File: config.mk
export PLATFORM = sky130hd
export DESIGN_NAME = instr_encoder
export DESIGN_NICKNAME = d
export VERILOG_FILES = /design/src/rtl/instr_encoder.sv
export SDC_FILE = /design/constraint.sdc
export NUM_CORES = 1
export LEC_CHECK = 0
export ABC_AREA = 1
export ABC_CLOCK_PERIOD_IN_PS = 2470
export CAP_MARGIN = 0
export CELL_PAD_IN_SITES_DETAIL_PLACEMENT = 1
export CELL_PAD_IN_SITES_GLOBAL_PLACEMENT = 1
export CORE_MARGIN = 2
export CORE_UTILIZATION = 36
export CTS_CLUSTER_SIZE = 25
export DETAILED_ROUTE_END_ITERATION = 10
export HOLD_SLACK_MARGIN = 0.03
export PLACE_DENSITY = 0.84
export SYNTH_ARGS = -nofsm -noshare
export SYNTH_HDL_FRONTEND = slang
export SYNTH_SLANG_ARGS = --single-unit
File: constraint.sdc
create_clock -name clock -period 2.47 [get_ports clock]
set_clock_uncertainty 0.1 [all_clocks]
set_input_delay 0.494 -clock clock [delete_from_list [all_inputs] [get_ports clock]]
set_output_delay 0.494 -clock clock [all_outputs]
set_load 0.1 [all_outputs]
File: src/rtl/instr_encoder.sv
// RV32I instruction encoder and instruction-memory loader: packs decoded fields
// into 32-bit words and writes them to consecutive instruction-memory addresses.
module instr_encoder #(
  parameter int ADDR_W = 8
) (
  input  logic              clock,
  input  logic              reset,
  input  logic              in_valid,
  output logic              in_ready,
  input  logic [3:0]        in_op,
  input  logic [4:0]        in_rd,
  input  logic [4:0]        in_rs1,
  input  logic [4:0]        in_rs2,
  input  logic [31:0]       in_imm,
  input  logic              in_last,
  output logic              mem_we,
  output logic [ADDR_W-1:0] mem_addr,
  output logic [31:0]       mem_wdata,
  input  logic              mem_ready,
  output logic              done,
  output logic              err,
  output logic [1:0]        err_code,
  output logic [ADDR_W:0]   count
);

  typedef enum logic [2:0] {S_IDLE, S_ENC, S_WRITE, S_DONE, S_ERROR} state_e;

  typedef enum logic [3:0] {
    OP_ADD   = 4'd0,
    OP_LW    = 4'd1,
    OP_SW    = 4'd2,
    OP_ADDI  = 4'd3,
    OP_AUIPC = 4'd4,
    OP_JAL   = 4'd5,
    OP_BEQ   = 4'd6,
    OP_BLT   = 4'd7
  } op_e;

  localparam logic [1:0] ERR_NONE = 2'b00;
  localparam logic [1:0] ERR_OP   = 2'b01;
  localparam logic [1:0] ERR_IMM  = 2'b10;
  localparam logic [1:0] ERR_OVF  = 2'b11;

  localparam logic [ADDR_W:0]   CNT_ONE  = 1;
  localparam logic [ADDR_W:0]   CNT_LAST = {1'b0, {ADDR_W{1'b1}}};
  localparam logic [ADDR_W-1:0] ADDR_ONE = 1;

  state_e            state_q;
  logic [3:0]        op_q;
  logic [4:0]        rd_q, rs1_q, rs2_q;
  logic [31:0]       imm_q;
  logic              last_q;
  logic              mem_we_q;
  logic [ADDR_W-1:0] mem_addr_q;
  logic [31:0]       mem_wdata_q;
  logic              done_q, err_q;
  logic [1:0]        err_code_q;
  logic [ADDR_W:0]   count_q;

  logic [31:0]       wdata_d;
  logic [1:0]        code_d;
  logic              imm12_ok, imm13_ok, imm21_ok;

  // A signed value fits in N bits when all bits from N-1 upward are equal.
  assign imm12_ok = (&imm_q[31:11]) | ~(|imm_q[31:11]);
  assign imm13_ok = ((&imm_q[31:12]) | ~(|imm_q[31:12])) & ~imm_q[0];
  assign imm21_ok = ((&imm_q[31:20]) | ~(|imm_q[31:20])) & ~imm_q[0];

  always_comb begin
    // NOTE: defaults first so every path assigns both outputs and no latch is inferred.
    wdata_d = '0;
    code_d  = ERR_NONE;
    case (op_q)
      OP_ADD:   wdata_d = {7'b0, rs2_q, rs1_q, 3'b000, rd_q, 7'b0110011};
      OP_LW:    if (imm12_ok) wdata_d = {imm_q[11:0], rs1_q, 3'b010, rd_q, 7'b0000011};
                else          code_d  = ERR_IMM;
      OP_SW:    if (imm12_ok) wdata_d = {imm_q[11:5], rs2_q, rs1_q, 3'b010, imm_q[4:0], 7'b0100011};
                else          code_d  = ERR_IMM;
      OP_ADDI:  if (imm12_ok) wdata_d = {imm_q[11:0], rs1_q, 3'b000, rd_q, 7'b0010011};
                else          code_d  = ERR_IMM;
      OP_AUIPC: if (imm_q[11:0] == 12'd0) wdata_d = {imm_q[31:12], rd_q, 7'b0010111};
                else                      code_d  = ERR_IMM;
      OP_JAL:   if (imm21_ok) wdata_d = {imm_q[20], imm_q[10:1], imm_q[11], imm_q[19:12], rd_q, 7'b1101111};
                else          code_d  = ERR_IMM;
      OP_BEQ, OP_BLT:
                if (imm13_ok) wdata_d = {imm_q[12], imm_q[10:5], rs2_q, rs1_q, op_q[0], 2'b00,
                                         imm_q[4:1], imm_q[11], 7'b1100011};
                else          code_d  = ERR_IMM;
      default:  code_d = ERR_OP;
    endcase
  end

  always_ff @(posedge clock) begin
    // NOTE: non-blocking assignments so every register samples pre-edge values.
    if (reset) begin
      state_q     <= S_IDLE;
      op_q        <= '0;
      rd_q        <= '0;
      rs1_q       <= '0;
      rs2_q       <= '0;
      imm_q       <= '0;
      last_q      <= 1'b0;
      mem_we_q    <= 1'b0;
      mem_addr_q  <= '0;
      mem_wdata_q <= '0;
      done_q      <= 1'b0;
      err_q       <= 1'b0;
      err_code_q  <= ERR_NONE;
      count_q     <= '0;
    end else begin
      case (state_q)
        S_IDLE: if (in_valid) begin
          op_q    <= in_op;
          rd_q    <= in_rd;
          rs1_q   <= in_rs1;
          rs2_q   <= in_rs2;
          imm_q   <= in_imm;
          last_q  <= in_last;
          state_q <= S_ENC;
        end
        S_ENC: if (code_d != ERR_NONE) begin
          err_q      <= 1'b1;
          err_code_q <= code_d;
          state_q    <= S_ERROR;
        end else begin
          mem_wdata_q <= wdata_d;
          mem_we_q    <= 1'b1;
          state_q     <= S_WRITE;
        end
        S_WRITE: if (mem_ready) begin
          mem_we_q   <= 1'b0;
          count_q    <= count_q + CNT_ONE;
          mem_addr_q <= mem_addr_q + ADDR_ONE;
          // Comparing the pre-increment count avoids waiting a cycle for the overflow.
          if (last_q) begin
            done_q  <= 1'b1;
            state_q <= S_DONE;
          end else if (count_q == CNT_LAST) begin
            err_q      <= 1'b1;
            err_code_q <= ERR_OVF;
            state_q    <= S_ERROR;
          end else begin
            state_q <= S_IDLE;
          end
        end
        default: ;
      endcase
    end
  end

  assign in_ready  = !reset && (state_q == S_IDLE);
  assign mem_we    = mem_we_q;
  assign mem_addr  = mem_addr_q;
  assign mem_wdata = mem_wdata_q;
  assign done      = done_q;
  assign err       = err_q;
  assign err_code  = err_code_q;
  assign count     = count_q;

endmodule

==> run_1/layers.png <==
(3 px per um) Two of the layers only.
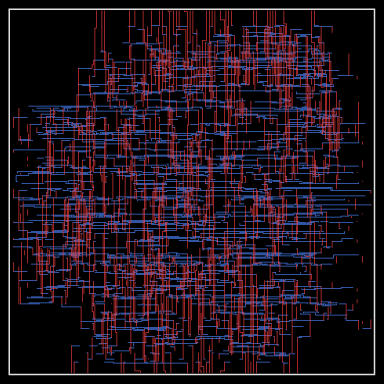
- red: M2 (wire length 7,010 um)
- blue: M1 (wire length 6,730 um)
gr usage total: 20.7%
Detailed Route WL: 14.6 mm

==> run_1/class_map.png <==
(2 px per um)
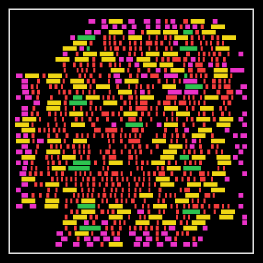
- green: clock drivers and dummy loads (cells 16)
- red: remaining logic cells (cells 562)
- yellow: registers (cells 108)
- magenta: remaining buffers and delay cells (cells 120)
Util after Layout: 48.5%
flop share of the area: 33.5%
core area: 13,300 um^2
FP Rows: 42

==> run_1/m3.png <==
(3 px per um)
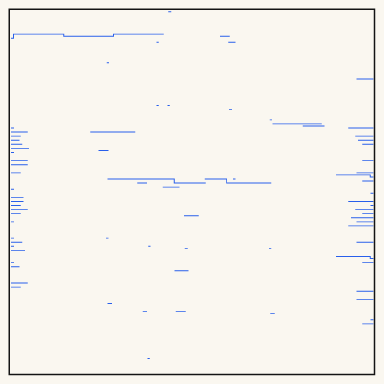
- wire length on this layer: 388 um
- longest straight run: 22.1 um
- nets with wire on the layer: 62
- main direction: horizontal

==> reports/qor.txt, run 1 <==
Total I/O pin count - 111
Hold-fix buffers, CTS - 0
NetSw - 3.88 mW
Synth-to-Final Area Change - 30.7%
Post-synth EDFFs - 0
Drt drc - 0
Critical Path Sink Type - flop
Post-Synth AOI/OAI Area - 21.0%
Most frequent cells in the layout - nand2_1 (106), dfxtp_1 (106), nor2_1 (104)
Number of flip-flops in the largest register - 32
Worst Max-Slew Pin Slew - 434 ps
Area after DPL - 6130 um^2
Layout cells sized above 1 - 15.0%
HP Class - flop to flop
CP max-delay cell - dfxtp_1
Via count - 4,802
Crit-path max FO - 13
Buffers on Ports - 110
Maximum capacitance violations - 0
Non-Filler Instances - 982
Dominant combinational family - simple AND/OR/NAND/NOR gates
MI comb cells - 469
Yosys cell types - 33
Critical Path Stages - 11
Biggest register - imm_q
Via/cell ratio - 4.89
Fmax - 476 MHz
Area leader, netlist - dfxtp_1
CP required - 2650 ps
Setup tns final - 0 ps
Tool warnings - 26
Pin count of the biggest net entering global routing - 97
Top area cell types - dfxtp_1 (44%), o21ai_0 (9.0%), nand2_1 (8.0%), nor2_1 (8.0%), a21oi_1 (7.7%)
Post-synthesis cell count - 701
Hold EP - rd_q[0]
Largest cell class - multi-input combinational cells
VDD IR max - 0.943 mV
Outcome - completed
Hold Slack - 350 ps
CP endpoint - mem_wdata[28]
Post-CTS Resized - 0
Critical R2R Capture - mem_wdata[28]
Crit share post-route - 85.1%
Grt total ovfl - 0
Clk power - 1.60 mW
Seq. cell area - 2160 um^2
R2R depth - 11
Critical R2R Launch - imm_q[20]
Ant diodes - 0
HP Start - rd_q[0]
Routing usage on met1 - 26.3%
Logic power comb - 3.91 mW
Mapped Avg Cell Area - 7.06 um^2
Slew headroom - 70.8%
Power Total - 8.06 mW
Fp_density - 37.1%
Adder Share, Synth - 0.758%
Fin crit period - 2100 ps
ANT nets after route - 0
Buffer share of cell area - 17.0%
Met3 wire len - 388 um
Tap cells - 176
Filler cells - 1,730
Top post-synthesis cells by count - dfxtp_1 (108), nand2_1 (106), nor2_1 (105)
Synthesized cell area - 4950 um^2
Setup slack after layout - 369 ps
Mux area share - 0%
Final setup viols - 0
Top delay family on crit path - simple AND/OR/NAND/NOR gates
Cell mode on critical path - nor2_1
Clock network area share - 5.20%
Detailed Place HPWL - 11.0 mm
Yosys top cell area share - 43.7%
Met2 wire length - 7.01 mm
Iter 0 DRT Violations - 270
Flip-flops - 108
Routability cong. - 0.867
Worst Setup SP - imm_q[20]
Yosys warning total - 0
Yosys simple share - 24.5%
Synth Register Bits - 108
Mapped Nets - 760
Critical Path Source Type - flop
Number of post-CTS setup repair buffers - 0
Kind of critical path - flop to flop
WP buf/inv - 1
Vias in the first global route - 5,073
Critical path arrival - 2280 ps
Plain + repair buffers - 120
Main power group - combinational cells
Gate power share - 48.5%
LEAKAGE - 2.72 nW
RSZ-0062 raised after global routing - false
Max Used Layer - met4
Comb/total area - 35.5%
CTS tree - yes
Num CTS Buffers - 9
PwrDens - 1250 nW/um^2
Clk network pwr share - 19.9%
Met3 GRT Util - 2.54%
Placed Cells - 966
Inverters - 93
P_seq - 2.55 mW
Design Area, Final - 6470 um^2
Hold Crit Depth - 2
CTS Buffer Depth - 2
Yosys xor share - 0%
Pint - 4.18 mW
Asr flop ratio synth - 0%
Share of power burned in registers - 31.6%
H-tree depth - 3
Drt first pass iters - 4
Busiest grt layer - met2
Die height - 121 um
Wire per inst - 14.8 um
Yosys chip area - 4950 um^2
Worst skew pair latency - 350 ps
Sink Count - 108
Routed metal-1 wire length - 6.73 mm
Setup slack, reg-to-reg - 370 ps
Clk root buf - clkbuf_16
First-pass GRT wire length - 24.2 mm
Comb area - 2300 um^2
Dpl ws - 111 ps
Switching Share - 48.1%
CTS clk-pin slew, worst paths - 70 ps
Primary FF master, synth - dfxtp_1
Critical path, cell by cell - nor2_1, nand2_1, nor2_1, nand2_1, nand2_1, nand3_4, nand3_4, o21ai_4, buf_4, nor2_1, nor2_1
Number of clock buffers in the layout - 12
Fin. Hold Viols - 0
Seq share, synth - 43.7%
Count leader, synth - dfxtp_1
Fin. max-slew vios - 0
Grt met2 use - 35.0%
Die W - 121 um
Fin nets - 860
Die area - 14,700 um^2
==> run_1/placed.png <==
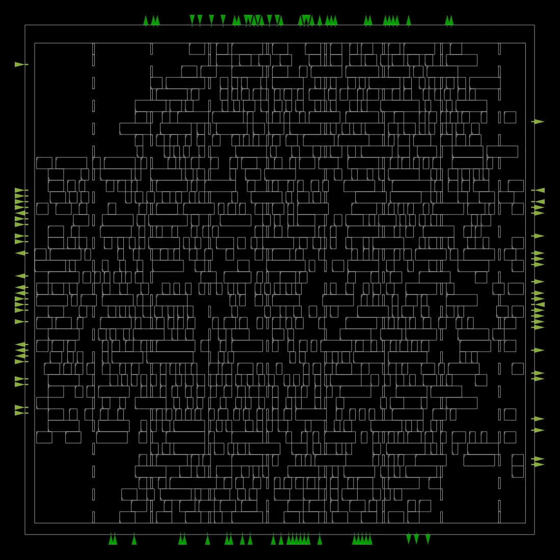

==> run 1 -> run 2 <==
--- a/config.mk
+++ b/config.mk
@@ -6,16 +6,16 @@
 export NUM_CORES = 1
 export LEC_CHECK = 0
 export ABC_AREA = 1
-export ABC_CLOCK_PERIOD_IN_PS = 2470
 export CAP_MARGIN = 0
 export CELL_PAD_IN_SITES_DETAIL_PLACEMENT = 1
 export CELL_PAD_IN_SITES_GLOBAL_PLACEMENT = 1
 export CORE_MARGIN = 2
-export CORE_UTILIZATION = 36
+export CORE_UTILIZATION = 38
+export CTS_CLUSTER_DIAMETER = 50
 export CTS_CLUSTER_SIZE = 25
 export DETAILED_ROUTE_END_ITERATION = 10
 export HOLD_SLACK_MARGIN = 0.03
-export PLACE_DENSITY = 0.84
+export PLACE_DENSITY = 0.88
 export SYNTH_ARGS = -nofsm -noshare
 export SYNTH_HDL_FRONTEND = slang
 export SYNTH_SLANG_ARGS = --single-unit
==> constraint.sdc (replaced) <==
create_clock -name clock -period 2.6 [get_ports clock]
set_clock_uncertainty 0.1 [all_clocks]
set_input_delay 0.52 -clock clock [delete_from_list [all_inputs] [get_ports clock]]
set_output_delay 0.52 -clock clock [all_outputs]
set_load 0.1 [all_outputs]
==> run_2/placed.png <==
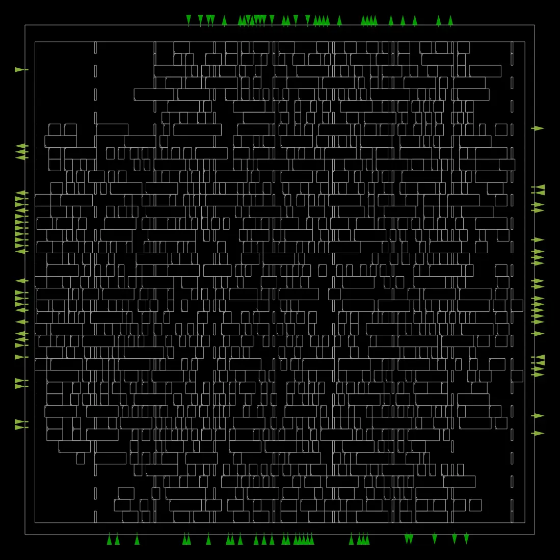
Util after Layout: 50.8%
core area: 12,700 um^2

==> run_2/ff_map.png <==
(4 px per um) Other sequential cells in the stronger grey, the rest of the logic in the fainter grey.
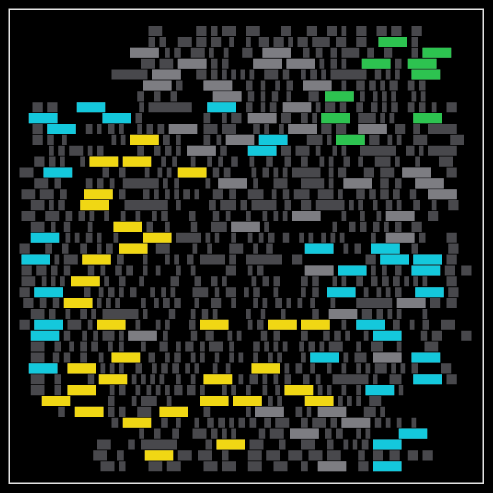
- green: `count` (flops 9; where upper right)
- yellow: `imm_q` (flops 32)
- cyan: `mem_wdata` (flops 31)
- not coloured: 36
P_seq: 2.43 mW
flop share of the area: 33.6%
Seq. cell area: 2160 um^2

==> run_2/m3.png <==
(3 px per um)
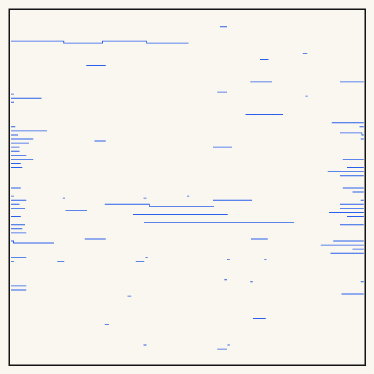
- longest straight run: 49.7 um
- wire length on this layer: 550 um
- share of all routed wire: 3.6%
- nets with wire on the layer: 67
- main direction: horizontal

==> reports/qor.txt, run 2 <==
Detailed Route WL - 15.1 mm (+3.9%)
Top area cell types - dfxtp_1 (44%), o21ai_0 (9.0%), nand2_1 (8.0%), nor2_1 (8.0%), a21oi_1 (7.7%)
Ant diodes - 0 (unchanged)
Yosys simple share - 24.5% (unchanged)
Die W - 118 um (-2.6%)
Grt total ovfl - 0 (unchanged)
Primary FF master, synth - dfxtp_1
Hold Crit Depth - 2 (unchanged)
Layout cells sized above 1 - 14.8% (-0.25 points)
Area leader, netlist - dfxtp_1
Main power group - combinational cells
Post-CTS Resized - 0 (unchanged)
Max Used Layer - met4
Num CTS Buffers - 9 (unchanged)
Non-Filler Instances - 978 (-0.41%)
HP Start - rs1_q[3]
Gate power share - 48.5% (about the same)
Top delay family on crit path - simple AND/OR/NAND/NOR gates
Mapped Avg Cell Area - 7.06 um^2 (unchanged)
Met2 wire length - 7.48 mm (+6.7%)
Seq share, synth - 43.7% (unchanged)
Via/cell ratio - 4.97 (+1.6%)
Buffer share of cell area - 16.9% (-0.11 points)
Critical path arrival - 2350 ps (+70 ps)
Critical Path Sink Type - flop
Hold-fix buffers, CTS - 0 (unchanged)
Yosys chip area - 4950 um^2 (unchanged)
Met3 wire len - 550 um (+42%)
Dominant combinational family - simple AND/OR/NAND/NOR gates
Setup tns final - 0 ps (unchanged)
Final setup viols - 0 (unchanged)
Filler cells - 1,635 (-5.5%)
Maximum capacitance violations - 0 (unchanged)
Yosys warning total - 0 (unchanged)
HP Class - flop to flop
Design Area, Final - 6440 um^2 (-0.48%)
Tool warnings - 28 (+7.7%)
Dpl ws - 227 ps (+116 ps)
Number of flip-flops in the largest register - 32 (unchanged)
Post-Synth AOI/OAI Area - 21.0% (unchanged)
Fin. max-slew vios - 0 (unchanged)
Worst skew pair latency - 360 ps (about the same)
Top post-synthesis cells by count - dfxtp_1 (108), nand2_1 (106), nor2_1 (105)
Critical path, cell by cell - nor2_1, nand2_1, nor2_1, nand2_1, nand2_1, nand3_4, nand3_4, o21ai_4, buf_4, nor2_1, nor2_1
Grt met2 use - 38.4% (+3.3 points)
R2R depth - 11 (unchanged)
Critical R2R Launch - imm_q[31]
Yosys top cell area share - 43.7% (unchanged)
Number of post-CTS setup repair buffers - 0 (unchanged)
Power Total - 7.66 mW (-5.0%)
Setup slack, reg-to-reg - 440 ps (+80 ps)
Routed metal-1 wire length - 6.71 mm (-0.27%)
Clk root buf - clkbuf_16
Die height - 118 um (-2.6%)
Pint - 3.90 mW (-6.9%)
Plain + repair buffers - 120 (unchanged)
Met3 GRT Util - 3.81% (+1.3 points)
LEAKAGE - 2.69 nW (-0.77%)
Synthesized cell area - 4950 um^2 (unchanged)
MI comb cells - 469 (unchanged)
Clock network area share - 5.05% (-0.15 points)
Yosys cell types - 33 (unchanged)
Crit share post-route - 82.9% (-2.2 points)
Post-synthesis cell count - 701 (unchanged)
CTS clk-pin slew, worst paths - 70 ps (about the same)
Gr usage total - 22.2% (+1.5 points)
Fp_density - 39.1% (+2.0 points)
Mux area share - 0% (unchanged)
Adder Share, Synth - 0.758% (unchanged)
Clk power - 1.51 mW (-6%)
Synth Register Bits - 108 (unchanged)
Tap cells - 172 (-2.3%)
Worst Max-Slew Pin Slew - 431 ps (-2.63 ps)
Clk network pwr share - 19.7% (-0.2 points)
CP required - 2790 ps (+140 ps)
Hold Slack - 350 ps (-0.360 ps)
Fin crit period - 2160 ps (+54.4 ps)
Mapped Nets - 760 (unchanged)
Vias in the first global route - 5,028 (-0.89%)
Sink Count - 108 (unchanged)
Most frequent cells in the layout - dfxtp_1 (108), nand2_1 (106), nor2_1 (104)
Busiest grt layer - met2
Crit-path max FO - 14 (+1)
Routing usage on met1 - 26.9% (+0.57 points)
Outcome - completed
Share of power burned in registers - 31.8% (+0.2 points)
Total I/O pin count - 111 (unchanged)
Logic power comb - 3.72 mW (-5%)
Die area - 14,000 um^2 (-5.1%)
Placed Cells - 962 (-0.41%)
NetSw - 3.76 mW (-3.0%)
CP endpoint - mem_wdata[24]
FP Rows - 41 (-2.4%)
Synth-to-Final Area Change - 30.0%
Critical Path Stages - 11 (unchanged)
VDD IR max - 0.662 mV (-30%)
Fin nets - 860 (unchanged)
Power and IR drop assume default switching activity.
